<file path="src/rtl/mem_port_arbiter_pkg.sv">
// Shared encodings and default widths for the fetch/data memory port arbiter.
package mem_port_arbiter_pkg;

    localparam int DEF_ADDR_W     = 12;
    localparam int DEF_DATA_W     = 16;
    localparam int DEF_MAX_STREAK = 4;
    localparam int DEF_TIMEOUT    = 15;
    localparam int STREAK_W       = 4;

    typedef enum logic [1:0] {
        ST_IDLE = 2'b00,
        ST_BUSY = 2'b01,
        ST_RESP = 2'b10
    } arb_state_t;

    typedef enum logic {
        OWN_F = 1'b0,
        OWN_D = 1'b1
    } owner_t;

endpackage

</file>
<file path="src/rtl/mem_arb_priority.sv">
// Grant select for the memory port: data wins unless fetch has been passed over
// MAX_STREAK times in a row, tracked by a saturating streak counter.
module mem_arb_priority
    import mem_port_arbiter_pkg::*;
#(
    parameter int MAX_STREAK = DEF_MAX_STREAK
) (
    input  logic   clk,
    input  logic   rst,
    input  logic   i_req_f,
    input  logic   i_req_d,
    input  logic   i_grant_en,
    output logic   o_grant,
    output owner_t o_owner
);

    localparam logic [STREAK_W-1:0] MAX_S = STREAK_W'(MAX_STREAK);

    logic [STREAK_W-1:0] r_streak;
    logic                w_force_f;

    assign w_force_f = i_req_f && (r_streak == MAX_S);
    assign o_grant   = i_req_f || i_req_d;
    assign o_owner   = (i_req_d && !w_force_f) ? OWN_D : OWN_F;

    // Only data grants that bypass a waiting fetch count toward the streak.
    always_ff @(posedge clk) begin
        if (rst) begin
            r_streak <= '0;
        end else if (i_grant_en && o_grant) begin
            if (o_owner == OWN_D && i_req_f)
                r_streak <= (r_streak == MAX_S) ? r_streak : r_streak + 4'd1;
            else
                r_streak <= '0;
        end
    end

endmodule

</file>
<file path="src/rtl/mem_port_arbiter.sv">
// Single-port memory arbiter between fetch and data paths (IDLE/BUSY/RESP).
// Optional BUSY watchdog with err output: define MEM_ARB_TIMEOUT_EN.
module mem_port_arbiter
    import mem_port_arbiter_pkg::*;
#(
    parameter int ADDR_W     = DEF_ADDR_W,
    parameter int DATA_W     = DEF_DATA_W,
    parameter int MAX_STREAK = DEF_MAX_STREAK,
    parameter int TIMEOUT    = DEF_TIMEOUT
) (
    input  logic              clk,
    input  logic              rst,
    input  logic              req_f,
    input  logic [ADDR_W-1:0] addr_f,
    input  logic              req_d,
    input  logic              we_d,
    input  logic [ADDR_W-1:0] addr_d,
    input  logic [DATA_W-1:0] wdata_d,
    output logic              ack_f,
    output logic              ack_d,
    output logic [DATA_W-1:0] rdata,
    output logic              mem_en,
    output logic              mem_we,
    output logic [ADDR_W-1:0] mem_addr,
    output logic [DATA_W-1:0] mem_wdata,
    input  logic [DATA_W-1:0] mem_rdata,
    input  logic              mem_ready,
    output logic              busy
`ifdef MEM_ARB_TIMEOUT_EN
    , output logic            err
`endif
);

    if (MAX_STREAK < 1 || MAX_STREAK > 15 || TIMEOUT < 1 || TIMEOUT > 15) begin : g_bad_param
        $error("mem_port_arbiter: MAX_STREAK and TIMEOUT must be in 1..15");
    end

    arb_state_t        r_state, w_state_nxt;
    owner_t            r_owner;
    logic              r_we;
    logic [ADDR_W-1:0] r_addr;
    logic [DATA_W-1:0] r_wdata;
    logic [DATA_W-1:0] r_rdata;
    logic              w_idle, w_grant;
    owner_t            w_owner;

    assign w_idle = (r_state == ST_IDLE);

    mem_arb_priority #(.MAX_STREAK(MAX_STREAK)) u_prio (
        .clk        (clk),
        .rst        (rst),
        .i_req_f    (req_f),
        .i_req_d    (req_d),
        .i_grant_en (w_idle),
        .o_grant    (w_grant),
        .o_owner    (w_owner)
    );

`ifdef MEM_ARB_TIMEOUT_EN
    localparam logic [3:0] TO_LAST = 4'(TIMEOUT - 1);

    logic [3:0] r_tcnt;
    logic       r_err;
    logic       w_timeout;

    assign w_timeout = (r_state == ST_BUSY) && !mem_ready && (r_tcnt == TO_LAST);

    // Counts BUSY cycles; r_err is only ever high during the RESP that follows an abort.
    always_ff @(posedge clk) begin
        if (rst) begin
            r_tcnt <= '0;
            r_err  <= 1'b0;
        end else begin
            r_tcnt <= (r_state == ST_BUSY) ? r_tcnt + 4'd1 : 4'd0;
            r_err  <= w_timeout;
        end
    end

    assign err = r_err;
`endif

    always_ff @(posedge clk) begin
        if (rst) r_state <= ST_IDLE;
        else     r_state <= w_state_nxt;
    end

    always_comb begin
        w_state_nxt = r_state;
        case (r_state)
            ST_IDLE: if (w_grant) w_state_nxt = ST_BUSY;
            ST_BUSY: begin
                if (mem_ready) w_state_nxt = ST_RESP;
`ifdef MEM_ARB_TIMEOUT_EN
                else if (w_timeout) w_state_nxt = ST_RESP;
`endif
            end
            ST_RESP: w_state_nxt = ST_IDLE;
            default: w_state_nxt = ST_IDLE;
        endcase
    end

    always_ff @(posedge clk) begin
        if (rst) begin
            r_owner <= OWN_F;
            r_we    <= 1'b0;
            r_addr  <= '0;
            r_wdata <= '0;
            r_rdata <= '0;
        end else begin
            if (w_idle && w_grant) begin
                r_owner <= w_owner;
                r_we    <= (w_owner == OWN_D) && we_d;
                r_addr  <= (w_owner == OWN_D) ? addr_d : addr_f;
                if (w_owner == OWN_D) r_wdata <= wdata_d;
            end
            if (r_state == ST_BUSY && mem_ready && !r_we)
                r_rdata <= mem_rdata;
        end
    end

    assign ack_f     = (r_state == ST_RESP) && (r_owner == OWN_F);
    assign ack_d     = (r_state == ST_RESP) && (r_owner == OWN_D);
    assign mem_en    = (r_state == ST_BUSY);
    assign mem_we    = (r_state == ST_BUSY) && r_we;
    assign mem_addr  = r_addr;
    assign mem_wdata = r_wdata;
    assign rdata     = r_rdata;
    assign busy      = !w_idle;

endmodule

</file>
<file path="config.mk">
export PLATFORM = sky130hd
export DESIGN_NAME = mem_port_arbiter
export DESIGN_NICKNAME = d
export VERILOG_FILES = /design/src/rtl/mem_port_arbiter_pkg.sv /design/src/rtl/mem_arb_priority.sv /design/src/rtl/mem_port_arbiter.sv
export SDC_FILE = /design/constraint.sdc
export NUM_CORES = 1
export LEC_CHECK = 0
export CORE_ASPECT_RATIO = 0.7
export CORE_MARGIN = 10
export CORE_UTILIZATION = 35
export CTS_CLUSTER_DIAMETER = 40
export DETAILED_ROUTE_END_ITERATION = 12
export PLACE_DENSITY = 0.76
export SYNTH_ARGS = -nofsm -noshare
export SYNTH_HDL_FRONTEND = slang
export SYNTH_SLANG_ARGS = --single-unit
export TNS_END_PERCENT = 20
</file>
<file path="constraint.sdc">
create_clock -name clk -period 1.4 [get_ports clk]
set_input_delay 0.35 -clock clk [delete_from_list [all_inputs] [get_ports clk]]
set_output_delay 0.35 -clock clk [all_outputs]
set_load 0.005 [all_outputs]
</file>
run_1/util_map.png
Drawn at 3 px/um. The die is cut into 11 by 8 equal tiles; black is low, pale yellow is high, 0 to 100% covered.
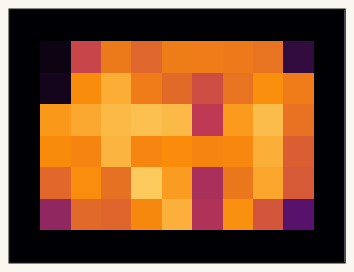
- mean over tiles: 41%
- nearly empty tiles: 39%
- tiles over 75% full: 21%
- densest ninth of the die: middle
- fullest tile: 88%
Core Util, Final: 68.4%
core area: 0.00570 mm2
Floorplan Utilization: 35.9%

run_1/clock_nets.png
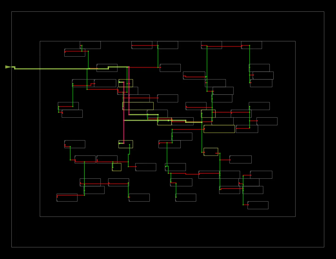
clk_skew: 0.00623 ns
Clk. pwr: 1220 uW
# clock sinks: 52
clk_lat worst skew: 0.30 ns

==> results.py, run 1 <==
# Auto-generated metrics
metrics = {
    "status": {
        "status": "finished, violations left",
        "violations": "setup timing",
    },
    "power_and_ir_drop": {
        "power_density_mw_per_mm2": 973,
        "max-vdd-ir-drop_mv": 0.448,
        "clkPwrFrac_pct": 32.3,
        "leakage_uw": 0.00175,
        "seq_power_uw": 1640,
    },
    "worst_setup_path": {
        "slowest_stage": "dfxtp_2",
        "critPathRequiredTime_ns": 1.05,
        "worstPathCellList": "buf_4, or2_4, buf_6",
        "cp_data_arrival_time_ns": 1.15,
        "crit_family": "flip-flops",
        "path_class": "register to primary output",
        "reg2reg_to": "rdata[1]",
        "crit_fanout": 4,
        "timing.rr.start": "r_state[1]",
    },
    "logic_synthesis": {
        "most_common_cell": "nand2_1",
        "synth-seq-cells": 52,
        "top_cells_by_area": "dfxtp_1 51%, nand2_1 15%, a21oi_1 12%",
        "synth_cells": 257,
        "fp_nets": 321,
        "yosysTopAreaCell": "dfxtp_1",
        "synth.distinct_cells": 28,
        "ys_warn_count": 0,
    },
    "finish": {
        "dominant_cells": "buffers",
        "num-nonclk-inverters": 2,
        "fill_cells": 486,
        "drive_above_1_share_pct": 32.5,
        "comb-cell-share_pct": 32.1,
        "fin_area_mm2": 0.00389,
        "nonClkBufAreaFrac_pct": 34.7,
        "comb_area_mm2": 0.00125,
        "area_growth_pct": 90.2,
        "diodes": 0,
        "comb.multi_input.count": 186,
    },
    "die": {
        "die-area_mm2": 0.00936,
        "ioPinCount": 111,
        "nWellTaps": 75,
    },
    "global_routing": {
        "grt_pass1_wl_mm": 11.0,
        "overflow": 0,
        "top_usage_layer": "met2",
        "use_met3_pct": 4.89,
        "first_global_vias": 2121,
        "grtUsageMet2_pct": 23.6,
    },
    "clock_network": {
        "clock_path_buffers": 2,
        "cts_tree": "built",
        "ctsResizeCount": 102,
        "ctsHoldBuffers": 0,
        "numCtsBuffers": 5,
    },
    "drt": {
        "route.antenna.remaining_nets": 0,
        "met1_length_mm": 3.09,
        "drt_iter0_markers": 93,
        "firstDrtPassIters": 4,
    },
    "worst_hold_path": {
        "hp-class": "primary input to register",
        "hold_depth": 3,
    },
    "timing": {
        "fin_ws_ns": -0.104,
        "rsz0062_at_grt": "true",
        "max_freq_mhz": 665,
        "maxSlewHeadroom_pct": 79.3,
        "min_period_ns": 1.50,
        "setup_violations": 33,
        "worstMarginPinSlew_ns": 0.310,
        "fin_crit_sh_pct": 107,
    },
    "placement": {
        "postPlaceCellArea_mm2": 0.00336,
        "dp_cells": 445,
    },
    "flow_run": {
        "warnings": 30,
    },
}
run_1/pinout.png
Drawn at 3 px/um. Pins as bars across the die edge, other pins in gray.
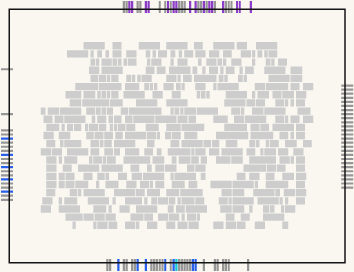
- mem_addr: blue (pins 12; direction output; edge 7 bottom, 5 left)
- mem_en: cyan (pins 1; direction output; edge bottom)
- mem_wdata: purple (pins 16; direction output; edge top)
- all pins by edge: 33 top, 32 bottom, 26 right, 20 left
die x size: 111 um
port bufs: 110
die outline height: 84.0 um

==> run 1 -> run 2 <==
--- a/config.mk
+++ b/config.mk
@@ -7,10 +7,11 @@
 export LEC_CHECK = 0
 export CORE_ASPECT_RATIO = 0.7
 export CORE_MARGIN = 10
-export CORE_UTILIZATION = 35
+export CORE_UTILIZATION = 49
 export CTS_CLUSTER_DIAMETER = 40
 export DETAILED_ROUTE_END_ITERATION = 12
-export PLACE_DENSITY = 0.76
+export DONT_BUFFER_PORTS = 1
+export PLACE_DENSITY = 0.66
 export SYNTH_ARGS = -nofsm -noshare
 export SYNTH_HDL_FRONTEND = slang
 export SYNTH_SLANG_ARGS = --single-unit
==> results.py, run 2 <==
# Auto-generated metrics
metrics = {
    "status": {
        "status": "finished, violations left",
        "violations": "setup timing",
    },
    "global_routing": {
        "use_met1_pct": 14.9,
        "grtUsageMet2_pct": 23.1,
        "use_met3_pct": 8.23,
        "top_usage_layer": "met2",
        "first_global_vias": 1650,
        "grt_pass1_wl_mm": 8.27,
        "overflow": 0,
    },
    "finish": {
        "comb.multi_input.count": 186,
        "drive_above_1_share_pct": 23.8,
        "num-nonclk-inverters": 2,
        "layout.cells.non_filler": 312,
        "diodes": 0,
        "dominant_cells": "multi-input combinational cells",
        "fill_cells": 359,
        "area_growth_pct": 21.4,
        "comb_area_mm2": 0.00107,
        "comb-cell-share_pct": 42.9,
        "nonClkBufAreaFrac_pct": 6.95,
        "fin_area_mm2": 0.00249,
    },
    "drt": {
        "firstDrtPassIters": 4,
        "viasPerCell": 5.51,
        "top_layer": "met4",
        "drt_iter0_markers": 84,
        "route.antenna.remaining_nets": 0,
        "met1_length_mm": 2.33,
    },
    "worst_hold_path": {
        "hold_depth": 1,
        "hp-class": "primary input to register",
        "worstHoldStart": "rst",
    },
    "die": {
        "die_w_um": 97.3,
        "ioPinCount": 111,
        "die-area_mm2": 0.00721,
        "nWellTaps": 52,
        "fp.dieH_um": 74.1,
    },
    "clock_network": {
        "ctsHoldBuffers": 0,
        "clk_latency_ns": 0.29,
        "clock-sinks": 52,
        "cts_tree": "built",
        "path_clk_slew_ns": 0.09,
        "clock_path_buffers": 2,
        "ctsResizeCount": 7,
    },
    "logic_synthesis": {
        "synth-seq-cells": 52,
        "ys_sh_adder_pct": 1.22,
        "fp_nets": 321,
        "ys_warn_count": 0,
        "most_common_cell": "nand2_1",
        "top_cells_by_area": "dfxtp_1 51%, nand2_1 15%, a21oi_1 12%",
        "synth.distinct_cells": 28,
        "edf_count": 0,
        "synth_cells": 257,
        "xor_share_pct": 0,
        "top_area_share_pct": 50.8,
        "yosysTopAreaCell": "dfxtp_1",
    },
    "timing": {
        "setup_violations": 10,
        "worstMarginPinSlew_ns": 0.319,
        "maxSlewHeadroom_pct": 78.7,
        "rsz0062_at_grt": "true",
        "fin_crit_sh_pct": 106,
        "min_period_ns": 1.48,
        "fin_ws_ns": -0.0816,
        "max_freq_mhz": 675,
        "hold_viol_final": 0,
    },
    "power_and_ir_drop": {
        "leakage_uw": 0.000934,
        "seq_power_uw": 1660,
        "clkPwrFrac_pct": 35.7,
        "power_density_mw_per_mm2": 1310,
        "max-vdd-ir-drop_mv": 0.803,
    },
    "placement": {
        "finalWeightedCongestion": 0.756,
        "dp_cells": 303,
        "postPlaceCellArea_mm2": 0.00218,
        "portBuffers": 0,
    },
    "worst_setup_path": {
        "startpoint": "r_state[1]",
        "slowest_stage": "dfxtp_2",
        "cp_data_arrival_time_ns": 1.13,
        "critPathRequiredTime_ns": 1.05,
        "path_class": "register to primary output",
        "crit_fanout": 5,
        "worstPathCellList": "and2b_1, buf_6, and2_4",
        "crit_family": "flip-flops",
        "reg2reg_to": "mem_addr[5]",
        "timing.rr.start": "u_prio.r_streak[0]",
    },
    "flow_run": {
        "warnings": 30,
    },
}
run_2/util_map.png
Drawn at 4 px/um. The die is cut into 10 by 7 equal tiles; black is low, pale yellow is high, 0 to 100% covered.
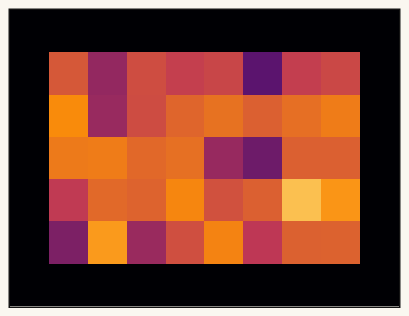
- tiles over 75% full: 4.3%
- mean over tiles: 34%
- fullest tile: 86%
- nearly empty tiles: 43%
Floorplan Utilization: 51.6%
core area: 0.00397 mm2
Core Util, Final: 62.6%

run_2/clock_nets.png
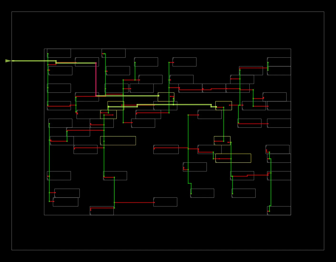
sequential cell count: 52
Clk. pwr: 1160 uW
clk_skew: 0.00352 ns
CTS Buf Count: 5

Power and IR drop assume default switching activity.
